## src/rtl/disc_reader_pkg.sv

```systemverilog
// Shared constants and types for the flux-timing reader.
package disc_reader_pkg;

   typedef logic [6:0] count_t;

   localparam count_t     CNT_MAX      = 7'd127;
   localparam logic [7:0] CARRY_BYTE   = 8'h7F;
   localparam int         IDX_FLAG_BIT = 7;

endpackage

```

## src/rtl/disc_edge_detect.sv

```systemverilog
// Sample + delay flop pair on a raw drive input; rise is high for one cycle per rising edge.
module disc_edge_detect (
   input  logic clk,
   input  logic rst,
   input  logic raw,
   output logic rise
);

   logic s;
   logic p;

   always_ff @(posedge clk or posedge rst) begin
      if (rst) begin
         s <= 1'b0;
         p <= 1'b0;
      end else begin
         s <= raw;
         p <= s;
      end
   end

   assign rise = s & ~p;

endmodule

```

## src/rtl/disc_reader.sv

```systemverilog
// Turns floppy read-data / index edges into store and carry bytes of clock-enable counts.
// Optional index path is built only when DISC_READER_INDEX_EN is defined.
module disc_reader
   import disc_reader_pkg::*;
#(
   parameter int COUNT_W = 7
) (
   input  logic             CLOCK,
   input  logic             RESET,
   input  logic             CLKEN,
   input  logic             RUN,
   input  logic             FD_RDDATA_IN,
   input  logic             FD_INDEX_IN,
   output logic [COUNT_W:0] DATA,
   output logic             WRITE
);

   count_t     cnt;
   logic       rd_rise;
   logic       pend_data;
   logic       data_evt;
   logic       idx_evt;
   logic       any_evt;
   logic       active;
   logic       at_max;
   logic [7:0] out_byte;

   assign active = RUN & CLKEN;
   assign at_max = (cnt == CNT_MAX);

   disc_edge_detect u_rd_edge (
      .clk  (CLOCK),
      .rst  (RESET),
      .raw  (FD_RDDATA_IN),
      .rise (rd_rise)
   );

   // An edge seen while CLKEN is low waits here until the next active cycle.
   always_ff @(posedge CLOCK or posedge RESET) begin
      if (RESET) begin
         pend_data <= 1'b0;
      end else if (!RUN || CLKEN) begin
         pend_data <= 1'b0;
      end else if (rd_rise) begin
         pend_data <= 1'b1;
      end
   end

   assign data_evt = rd_rise | pend_data;

`ifdef DISC_READER_INDEX_EN
   logic idx_rise;
   logic pend_idx;

   disc_edge_detect u_idx_edge (
      .clk  (CLOCK),
      .rst  (RESET),
      .raw  (FD_INDEX_IN),
      .rise (idx_rise)
   );

   always_ff @(posedge CLOCK or posedge RESET) begin
      if (RESET) begin
         pend_idx <= 1'b0;
      end else if (!RUN || CLKEN) begin
         pend_idx <= 1'b0;
      end else if (idx_rise) begin
         pend_idx <= 1'b1;
      end
   end

   assign idx_evt = idx_rise | pend_idx;
`else
   logic unused_index;
   assign unused_index = FD_INDEX_IN;
   assign idx_evt      = 1'b0;
`endif

   assign any_evt = data_evt | idx_evt;

   always_ff @(posedge CLOCK or posedge RESET) begin
      if (RESET) begin
         cnt <= '0;
      end else if (!RUN) begin
         cnt <= '0;
      end else if (CLKEN) begin
         if (any_evt || at_max) begin
            cnt <= '0;
         end else begin
            cnt <= cnt + 7'd1;
         end
      end
   end

   // A real event wins over saturation, so an edge on cnt==127 is a store, not a carry.
   always_comb begin
      out_byte = {1'b0, cnt};
      if (any_evt) begin
         out_byte[IDX_FLAG_BIT] = idx_evt;
      end else if (at_max) begin
         out_byte = CARRY_BYTE;
      end
   end

   assign DATA  = out_byte;
   assign WRITE = active & (any_evt | at_max);

endmodule

```

## config.mk

```make
export PLATFORM = sky130hd
export DESIGN_NAME = disc_reader
export DESIGN_NICKNAME = d
export VERILOG_FILES = /design/src/rtl/disc_reader_pkg.sv /design/src/rtl/disc_edge_detect.sv /design/src/rtl/disc_reader.sv
export SDC_FILE = /design/constraint.sdc
export NUM_CORES = 1
export LEC_CHECK = 0
export CAP_MARGIN = 40
export CORE_ASPECT_RATIO = 1.25
export CORE_MARGIN = 5
export CORE_UTILIZATION = 24
export CTS_CLUSTER_DIAMETER = 60
export DETAILED_ROUTE_END_ITERATION = 8
export PLACE_DENSITY = 0.44
export SLEW_MARGIN = 20
export SYNTH_ARGS = -nofsm -noshare
export SYNTH_HDL_FRONTEND = slang
export SYNTH_SLANG_ARGS = --single-unit
```

## constraint.sdc

```tcl
create_clock -name CLOCK -period 2.3 [get_ports CLOCK]
set_input_delay 0.69 -clock CLOCK [delete_from_list [all_inputs] [get_ports CLOCK]]
set_output_delay 0.69 -clock CLOCK [all_outputs]
set_load 0.005 [all_outputs]
```

### Routed metal per tile

11 x 13 tiles, from white (low) to dark blue (high), scaled to the fullest tile. Values are wire area over tile area, all layers added.
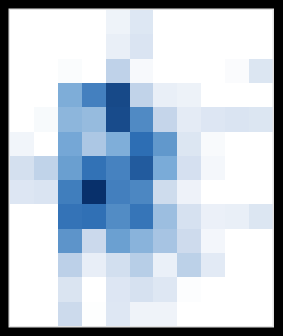
emptiest ninth of the die: north-east
tiles over half the peak: 15%
fullest tile: 0.36
densest ninth of the die: center

### Metal 1

The bar under the picture is 20 um long. Cells faint in the background.
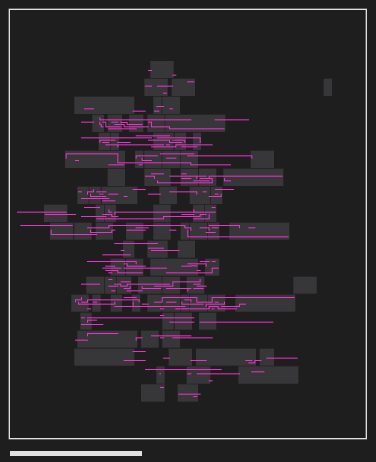
wire length on this layer: 644 um
main direction: horizontal
share of all routed wire: 43%
nets with wire on the layer: 88
longest straight run: 16.1 um

-- synth_stat cells (2+ instances only) --
| cell | count |
|---|---|
| nand3_1 | 3 |
| nand2_1 | 5 |
| nor3_1 | 3 |
| nor2b_1 | 2 |
| inv_1 | 2 |
| clkbuf_1 | 4 |
| dfrtp_1 | 10 |
| o31ai_1 | 2 |
| o21ai_1 | 2 |
| a21o_1 | 2 |
| a21oi_1 | 5 |
| nand4b_1 | 2 |
| a31oi_1 | 2 |
| nor2_1 | 3 |
-- kinds of logic after synthesis --
family | after synthesis | synth area share [%]
and+or+nand+nor | 25 | 24.8
AOI/OAI and AO/OA | 17 | 20.4
buffers and inverters | 10 | 8.48
DFF | 10 | 43.5
adders and majority gates | 1 | 2.17
other | 1 | 0.652
-- cell type report --
cell class,instances,area [sq um],share of cell area [%]
Sequential cell,10,250,29.4
Multi-Input combinational cell,44,285,33.5
Clock buffer,3,22.5,2.65
Timing Repair Buffer,29,241,28.4
Tap cell,31,38.8,4.56
Inverter,3,12.5,1.47
-- routing by layer --
| layer | wire length (um) | GRT usage (%) |
|---|---|---|
| met1 | 643 | 12.3 |
| met2 | 761 | 15.0 |
| met3 | 51 | 2.06 |
| met5 | 0 | 0 |
| met4 | 27 | 7.67 |
-- power by group --
part / switching, uW / internal, uW / leakage [uW] / total [uW]
clock: 58.9 / 60.4 / 0.0000138 / 119
sequential: 3.20 / 180 / 0.000134 / 183
combinational: 28.6 / 29.7 / 0.000244 / 58.3
total: 90.6 / 270 / 0.000391 / 361
-- worst register-to-register path, cell delays in order (launching register included) --
cell,delay (ns)
dfrtp_1,0.40
ha_2,0.20
and4_4,0.16
a211oi_4,0.26
buf_4,0.19
nand4b_1,0.10
a21oi_1,0.14
==> flow_summary.json <==
{
  "ys.flop_type": "dfrtp_1",
  "place_ws_ns": -0.375,
  "critPathCaptureType": "output port",
  "worst-setup-path-type": "reg2out",
  "leakagePower_uw": 0.000391,
  "cts_tree": "yes",
  "setup_ws_ns": 0.0733,
  "slew_violations": 0,
  "top_area_cell": "dfrtp_1",
  "antenna_found_initial": 0,
  "critical_path.startpoint": "cnt[0]",
  "min_period_ns": 2.23,
  "track_usage_pct": 10.1,
  "crit_buf_inv": 1,
  "synthTopCellsByArea": "dfrtp_1, a21oi_1, a211oi_4",
  "n_antenna_cell": 0,
  "total_power_uw": 361,
  "rrSetupSlack_ns": 0.79,
  "cap_viol_max_count": 0,
  "wl_per_cell_um": 12.4,
  "ant_nets": 0,
  "cts-buffers-inserted": 3,
  "mostFrequentLayoutCell": "buf_4",
  "final_cell_mix": "buf_4, dfrtp_1, clkdlybuf4s50_1, a21oi_1, nand2_1",
  "fp_util_pct": 25.5,
  "hold_slack_ns": 0.366,
  "cp_data_required_time_ns": 1.61,
  "dieHeight_um": 64.8,
  "cts_hold_buf": 0,
  "place_area_sq_um": 810,
  "max_freq_ghz": 0.449,
  "p_per_area_nw_per_um2": 424,
  "status": "finished, final reports clean",
  "pin_count": 15,
  "final_cells": 120,
  "max_stage_delay_ns": 0.40,
  "ys_ff": 10,
  "r2r_cells": 6,
  "hold_depth": 0,
  "largest-register": "cnt",
  "drtIter0Drc": 15
}
Power is estimated from default activity; no workload was simulated.
